Fig. 1: run 1, a small window of the routed layout
Region (34, 36) to (59, 61) um. Cells in gray, sequential cells in the stronger gray; small squares are vias.
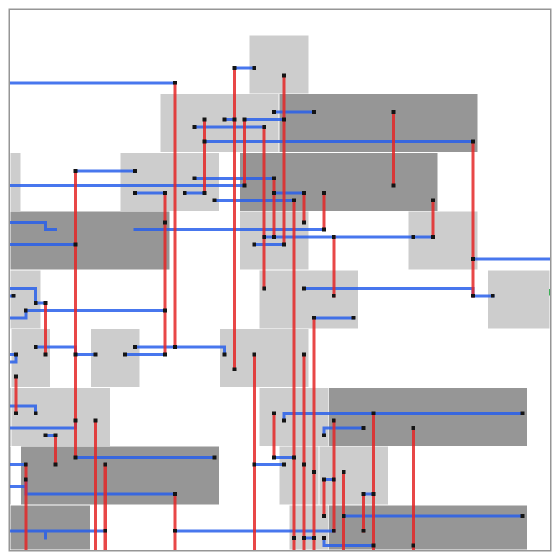
Fig. 2: run 1, selected gate families
(4 px per um)
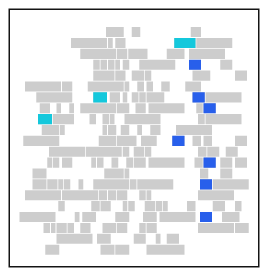
Fig. 3: run 1, where the registers sit
(8 px per um) Other sequential cells in the stronger gray, the rest of the logic in the fainter gray.
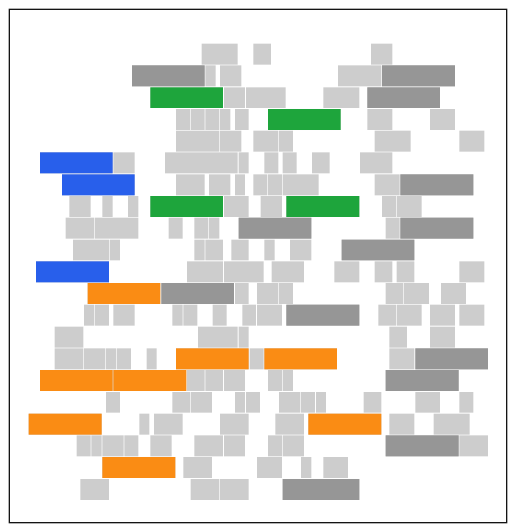
Fig. 4: run 1, congestion heat map
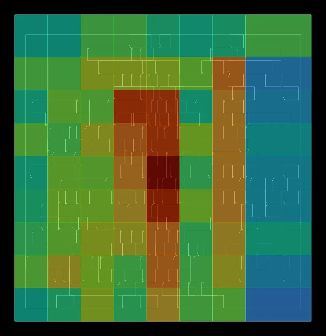
File: config.mk
export PLATFORM = sky130hd
export DESIGN_NAME = serial_pattern_tx
export DESIGN_NICKNAME = d
export VERILOG_FILES = /design/src/rtl/serial_pkg.sv /design/src/rtl/piso_shreg.sv /design/src/rtl/serial_pattern_tx.sv
export SDC_FILE = /design/constraint.sdc
export NUM_CORES = 1
export LEC_CHECK = 0
export CAP_MARGIN = 0
export CORE_AREA = 2 2 60 62
export CTS_BUF_LIST = sky130_fd_sc_hd__clkbuf_8
export DETAILED_ROUTE_END_ITERATION = 16
export DIE_AREA = 0 0 62 64
export GPL_TIMING_DRIVEN = 0
export PLACE_DENSITY_LB_ADDON = 0.12
export SYNTH_ARGS = -nofsm -noshare
export SYNTH_HDL_FRONTEND = slang
export SYNTH_SLANG_ARGS = --single-unit
File: constraint.sdc
create_clock -name clk -period 1.4 [get_ports clk]
set_input_delay 0.14 -clock clk [delete_from_list [all_inputs] [get_ports clk]]
set_output_delay 0.14 -clock clk [all_outputs]
set_load 0.02 [all_outputs]
File: src/rtl/serial_pkg.sv
// rtl/serial_pkg.sv - shared state encoding and defaults for the serial pattern blocks
package serial_pkg;

  // Controller states; 2'b11 is unused and recovers to IDLE
  typedef enum logic [1:0] {
    IDLE  = 2'b00,
    SHIFT = 2'b01,
    GAP   = 2'b10
  } ser_state_t;

  // Default word width and gap length shared with the serial detectors
  localparam int SER_W   = 8;
  localparam int SER_GAP = 2;

endpackage

File: src/rtl/piso_shreg.sv
// rtl/piso_shreg.sv - parallel-in serial-out shift register, MSB first
module piso_shreg #(
  parameter int W = 8
) (
  input  logic         clk,
  input  logic         rst,
  input  logic         load,
  input  logic         shift,
  input  logic [W-1:0] data,
  output logic         sout
);

  logic [W-1:0] shreg;

  // Load has priority over shift; shifting fills with zeros so the register drains to all-zero
  always_ff @(posedge clk or negedge rst) begin
    if (!rst) begin
      shreg <= '0;
    end else if (load) begin
      shreg <= data;
    end else if (shift) begin
      shreg <= {shreg[W-2:0], 1'b0};
    end
  end

  assign sout = shreg[W-1];

endmodule

File: src/rtl/serial_pattern_tx.sv
// rtl/serial_pattern_tx.sv - word-to-serial pattern transmitter with forced-zero gap
module serial_pattern_tx
  import serial_pkg::*;
#(
  parameter int W   = SER_W,
  parameter int GAP = SER_GAP
) (
  input  logic         clk,
  input  logic         rst,
  input  logic         in_valid,
  output logic         in_ready,
  input  logic [W-1:0] in_data,
  output logic         x,
  output logic         x_en,
  output logic         done,
  output logic [7:0]   tx_count
);

  // The local parameter GAP shadows the state name, so the state is always package-qualified
  localparam int BW = (W > 2) ? $clog2(W) : 1;
  localparam logic [BW-1:0] BIT_LAST = BW'(W - 1);
  localparam logic [3:0]    GAP_LAST = 4'(GAP - 1);

  ser_state_t    state;
  logic [BW-1:0] bitcnt;
  logic [3:0]    gapcnt;
  logic          load;
  logic          shift;
  logic          sout;

  // Word capture happens only on the accepting edge; shifting only while in SHIFT
  assign load  = (state == IDLE) && in_valid;
  assign shift = (state == SHIFT);

  piso_shreg #(
    .W(W)
  ) u_piso (
    .clk   (clk),
    .rst   (rst),
    .load  (load),
    .shift (shift),
    .data  (in_data),
    .sout  (sout)
  );

  // Data bit is gated by the registered enable so x stays zero outside SHIFT
  assign x = sout & x_en;

  // Controller: state, counters and registered handshake/status outputs move together
  always_ff @(posedge clk or negedge rst) begin
    if (!rst) begin
      state    <= IDLE;
      bitcnt   <= '0;
      gapcnt   <= '0;
      tx_count <= '0;
      in_ready <= 1'b1;
      x_en     <= 1'b0;
      done     <= 1'b0;
    end else begin
      case (state)
        IDLE: begin
          done <= 1'b0;
          if (in_valid) begin
            bitcnt   <= BIT_LAST;
            state    <= SHIFT;
            in_ready <= 1'b0;
            x_en     <= 1'b1;
          end
        end
        SHIFT: begin
          bitcnt <= bitcnt - 1'b1;
          if (bitcnt == '0) begin
            gapcnt <= GAP_LAST;
            state  <= serial_pkg::GAP;
            x_en   <= 1'b0;
            // A one-bit gap is already on its last cycle when entered
            done   <= (GAP == 1);
          end
        end
        serial_pkg::GAP: begin
          gapcnt <= gapcnt - 1'b1;
          // Raise done for the cycle in which gapcnt will read zero
          done   <= (gapcnt == 4'd1);
          if (gapcnt == 4'd0) begin
            tx_count <= tx_count + 8'd1;
            state    <= IDLE;
            in_ready <= 1'b1;
            done     <= 1'b0;
          end
        end
        default: begin
          state    <= IDLE;
          in_ready <= 1'b1;
          x_en     <= 1'b0;
          done     <= 1'b0;
        end
      endcase
    end
  end

endmodule

==> flow_summary.json, run 1 <==
{
  "wl_mm": 2.798,
  "drt-wirelength-per-cell_um": 13.58,
  "cts_hold_buf": 0,
  "fp.dieArea_um2": 3968,
  "ys_warn_count": 0,
  "fin_worst_skew_ps": 5.832,
  "synthTopCellsByArea": "dfrtp_1 50%, ha_1 4.7%, xnor2_1 4.6%, a22oi_1 4.5%, a21oi_1 3.4%",
  "critPathLaunch": "gapcnt[0]",
  "warnings": 28,
  "core_area_um2": 3284,
  "io_pins": 23,
  "stdcell_area_um2": 1743,
  "initial_core_util": 0.4080,
  "die_w_um": 62,
  "clk_root_buffer_cell": "clkbuf_8",
  "viasPerCell": 5.083,
  "top_area_cell": "dfrtp_1",
  "fin_crit_sh": 0.9985,
  "chipHeight_um": 64,
  "p_leak_uw": 0.0008448,
  "grt-ovfl-total": 0,
  "endpoint_kind": "register",
  "met3_length_um": 95,
  "wl_met2_mm": 1.433,
  "common_cells": "27 x dfrtp_1, 9 x a21oi_1, 9 x inv_1",
  "wl_met1_mm": 1.219,
  "drive_above_1_share": 0.1813,
  "clkTransAtPathRegs_ps": 90,
  "worst-path-buf-inv": 2,
  "ff_type": "dfrtp_1",
  "postCtsSetupRepairBufs": 5,
  "placed_cell_area_um2": 1620,
  "start_kind": "register",
  "synth_cell_type_count": 36,
  "clk_latency_ps": 280,
  "hold_viol": 0,
  "status": "completed",
  "slew_headroom": 0.5769,
  "tns_ps": 0,
  "cp.required_ps": 1570,
  "r2r_start": "gapcnt[0]",
  "syn_nets": 142,
  "ys.flops": 28,
  "firstDrtPassIters": 4
}
## Picture notes: Fig. 1
- red: metal 2
- blue: metal 1
- green: metal 3
- netlist names of flops here include: tx_count (4), gapcnt (2)
- sequential cells in the window: 6
- most frequent: dfrtp_1 (6), xnor2_1 (3)
- cells with their middle in the window: 22

## Picture notes: Fig. 2
- blue: xor and xnor cells (cells 7; most used xnor2_1; where right middle)
- cyan: mux cells (cells 3; most used mux2i_1)

## Picture notes: Fig. 3
- blue: bitcnt (sequential cells 3)
- orange: u_piso.shreg (sequential cells 8)
- green: gapcnt (sequential cells 4)
- not colored: 13
Flop+latch power: 1150 uW
Seq. cell area: 701.9 um^2

## Picture notes: Fig. 4
final core occ: 0.5307
GRT busiest layer: met2

[run 1: cells in the final DEF, fill, tap and decap left out, types with 2 or more instances in the layout]
cell type        synthesis  routed
xnor2_1                  7       7
inv_2                    0       2
buf_4                    1       8
dfrtp_1                 27      27
dlygate4sd2_1            0      10
nand3_1                  3       3
nor2b_1                  2       2
nand4_1                  5       5
a22oi_1                  8       8
inv_1                    9       8
nor2_1                   4       4
buf_2                    4       5
dlymetal6s2s_1           0       2
clkbuf_8                 0       3
mux2i_1                  2       2
o21ai_0                  8       8
nand2_1                  8       7
and2_1                   3       3
ha_1                     5       3
clkdlybuf4s50_1          0       9
o21ai_1                  2       2
a21oi_1                  9       9
[run 1: cell type report]
type | count | area [um^2]
well taps | 46 | 57.56
multi-input cells | 82 | 590.6
inverters | 9 | 33.78
clock inverters | 1 | 3.754
clock buffers | 3 | 41.29
repair buffers | 30 | 270.3
plain buffers | 7 | 43.79
flip-flops and latches | 28 | 701.9
fillers | 302 | 1541
[run 1: worst min-delay path by stage]
stage             endpoint  depth (start not counted)  slack, ps
3_3_place_gp     bitcnt[0]                          1        460
2_1_floorplan    bitcnt[0]                          0       -160
3_5_place_dp   tx_count[7]                          1        460
5_1_grt        tx_count[2]                          2        490
6_report       tx_count[2]                          2        410
4_1_cts        tx_count[7]                          1        480
[run 1: cells by family after synthesis]
| kind of cell | count (synthesis) | share of synthesized area |
|---|---|---|
| buf+inv | 16 | 0.05695 |
| fa+ha+maj | 5 | 0.04669 |
| flops | 28 | 0.5238 |
| simple gates | 31 | 0.1307 |
| mux | 3 | 0.02614 |
| compound gates | 36 | 0.1700 |
| xor+xnor | 7 | 0.04575 |
[run 1: where the power goes]
part           total (uW)  switching [uW]  internal [uW]
clock                 447             249            197
sequential           1150             120           1030
combinational        1050             596            450
total                2640             965           1680
==> run 2: changes to the inputs <==
--- a/config.mk
+++ b/config.mk
@@ -10,6 +10,7 @@
 export CTS_BUF_LIST = sky130_fd_sc_hd__clkbuf_8
 export DETAILED_ROUTE_END_ITERATION = 16
 export DIE_AREA = 0 0 62 64
+export GPL_ROUTABILITY_DRIVEN = 0
 export GPL_TIMING_DRIVEN = 0
 export PLACE_DENSITY_LB_ADDON = 0.12
 export SYNTH_ARGS = -nofsm -noshare
==> constraint.sdc (replaced) <==
create_clock -name clk -period 1.4 [get_ports clk]
set_input_delay 0.28 -clock clk [delete_from_list [all_inputs] [get_ports clk]]
set_output_delay 0.28 -clock clk [all_outputs]
set_load 0.02 [all_outputs]
Fig. 5: run 2, selected gate families
(4 px per um)
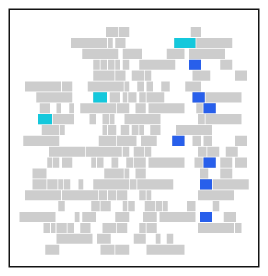
- cyan: mux cells (cells 3; most used mux2i_1)
- blue: xor and xnor cells (cells 7; most used xnor2_1; where right middle)
logic share of the area: 0.3423
Commonest Layout Cell: dfrtp_1

Fig. 6: run 2, signal wires on met1
(4 px per um)
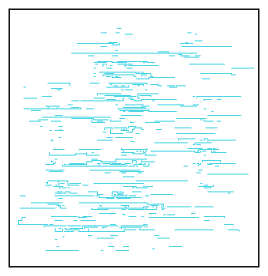
- longest straight run: 31.3 um
- wire length on this layer: 1170 um

==> run 2 against run 1 <==
Effect of this change: worst setup slack better by 4.8 ps; die size unchanged; flip-flop count unchanged; wire length down 2.2%; cell area down 1.0%; critical path type unchanged; largest power group unchanged; highest routed layer unchanged.
==> flow_summary.json, run 2 <==
{
  "fin_crit_sh": 0.9950,
  "grt_busiest_layer": "met2",
  "ys.flops": 28,
  "synthTopLogicFamily": "AND-OR/OR-AND gates",
  "worstPathArrival_ps": 1570,
  "grt-ovfl-total": 0,
  "start_kind": "register",
  "placed_cell_area_um2": 1620,
  "worst-path-buf-inv": 2,
  "critPathLaunch": "gapcnt[0]",
  "clk_root_buffer_cell": "clkbuf_8",
  "ys_warn_count": 0,
  "io_pins": 23,
  "synth-xor-area-share": 0.04575,
  "wl_mm": 2.737,
  "synthMuxAreaShare": 0.02614,
  "hold_viol": 0,
  "tns_ps": 0,
  "max_freq_mhz": 717.8,
  "synthAoiAreaFrac": 0.1699,
  "p_leak_uw": 0.0008123,
  "initial_core_util": 0.4080,
  "drive_above_1_share": 0.2000,
  "viasPerCell": 5.252,
  "nets": 177,
  "cp.required_ps": 1570,
  "top_area_cell": "dfrtp_1",
  "fin_worst_skew_ps": 5.565,
  "syn_nets": 142,
  "status": "completed",
  "die_w_um": 62,
  "syn_to_final_growth_pct": 28.76,
  "clk_latency_ps": 280,
  "ys_sh_adder": 0.04669,
  "common_cells": "27 x dfrtp_1, 9 x a21oi_1, 9 x inv_1",
  "r2r_start": "gapcnt[0]",
  "final_util": 0.5253,
  "firstDrtPassIters": 4,
  "final_cell_mix": "27 x dfrtp_1, 10 x dlygate4sd2_1, 9 x a21oi_1, 9 x buf_4, 9 x clkdlybuf4s50_1",
  "endpoint_kind": "register",
  "clkTransAtPathRegs_ps": 90,
  "chipHeight_um": 64,
  "slew_headroom": 0.5908,
  "core_area_um2": 3284,
  "synthTopCellsByArea": "dfrtp_1 50%, ha_1 4.7%, xnor2_1 4.6%, a22oi_1 4.5%, a21oi_1 3.4%",
  "synth_cell_type_count": 36,
  "cts_hold_buf": 0
}
## run 2: worst register-to-register path, delay by kind of cell (launching register included)
kind          cells  cell delay [ps]
flops             1              410
buf+inv           2              220
simple gates      2              230
fa+ha+maj         1              140
mux               1              290
## run 2: logic make-up (layout without fill, tap and decap cells)
kind of cell | Yosys count | count (layout)
DFF | 28 | 28
AOI/OAI and AO/OA | 36 | 36
xor gates and xnor gates | 7 | 7
buffers and inverters | 16 | 50
and+or+nand+nor | 31 | 31
adders and majority gates | 5 | 5
muxes | 3 | 3
## run 2: power by group
group          leakage, uW  internal (uW)  switching (uW)
sequential        0.000358           1030             117
combinational     0.000428            452             593
clock            0.0000269            197             248
## run 2: final cells by class
cell class,instances,area (um^2)
fill,305,1559
multi-input combinational,82,590.6
sequential,28,701.9
clock inverter,1,3.754
timing repair buffer,30,252.7
buffer,7,43.79
inverter,9,33.78
clock buffer,3,41.29
tap,46,57.56
## run 2: layer usage
metal | wire length (um) | vias up
met2 | 1389 | 31
met3 | 132 | 5
met4 | 48 | 0
li1 | - | 513
met1 | 1167 | 533
met5 | 0 | -
## run 2: timing repair
item | 4_1_cts | 5_1_grt
setup endpoints to repair | 44 | 7
pin swaps | 0 | 3
gates resized | 18 | 8
setup buffers | 5 | 3
## run 2: worst max path at each step
| stage | to | slack [ps] | cells past startpoint |
|---|---|---|---|
| floorplan | tx_count[1] | 10 | 6 |
| finish | tx_count[1] | 7 | 6 |
| detailed placement | bitcnt[1] | -440 | 1 |
| CTS | tx_count[1] | 2 | 6 |
| global placement | bitcnt[2] | -410 | 1 |
| global route | tx_count[1] | -30 | 6 |
Power figures rest on the tool's default switching activity, not on a simulated workload.
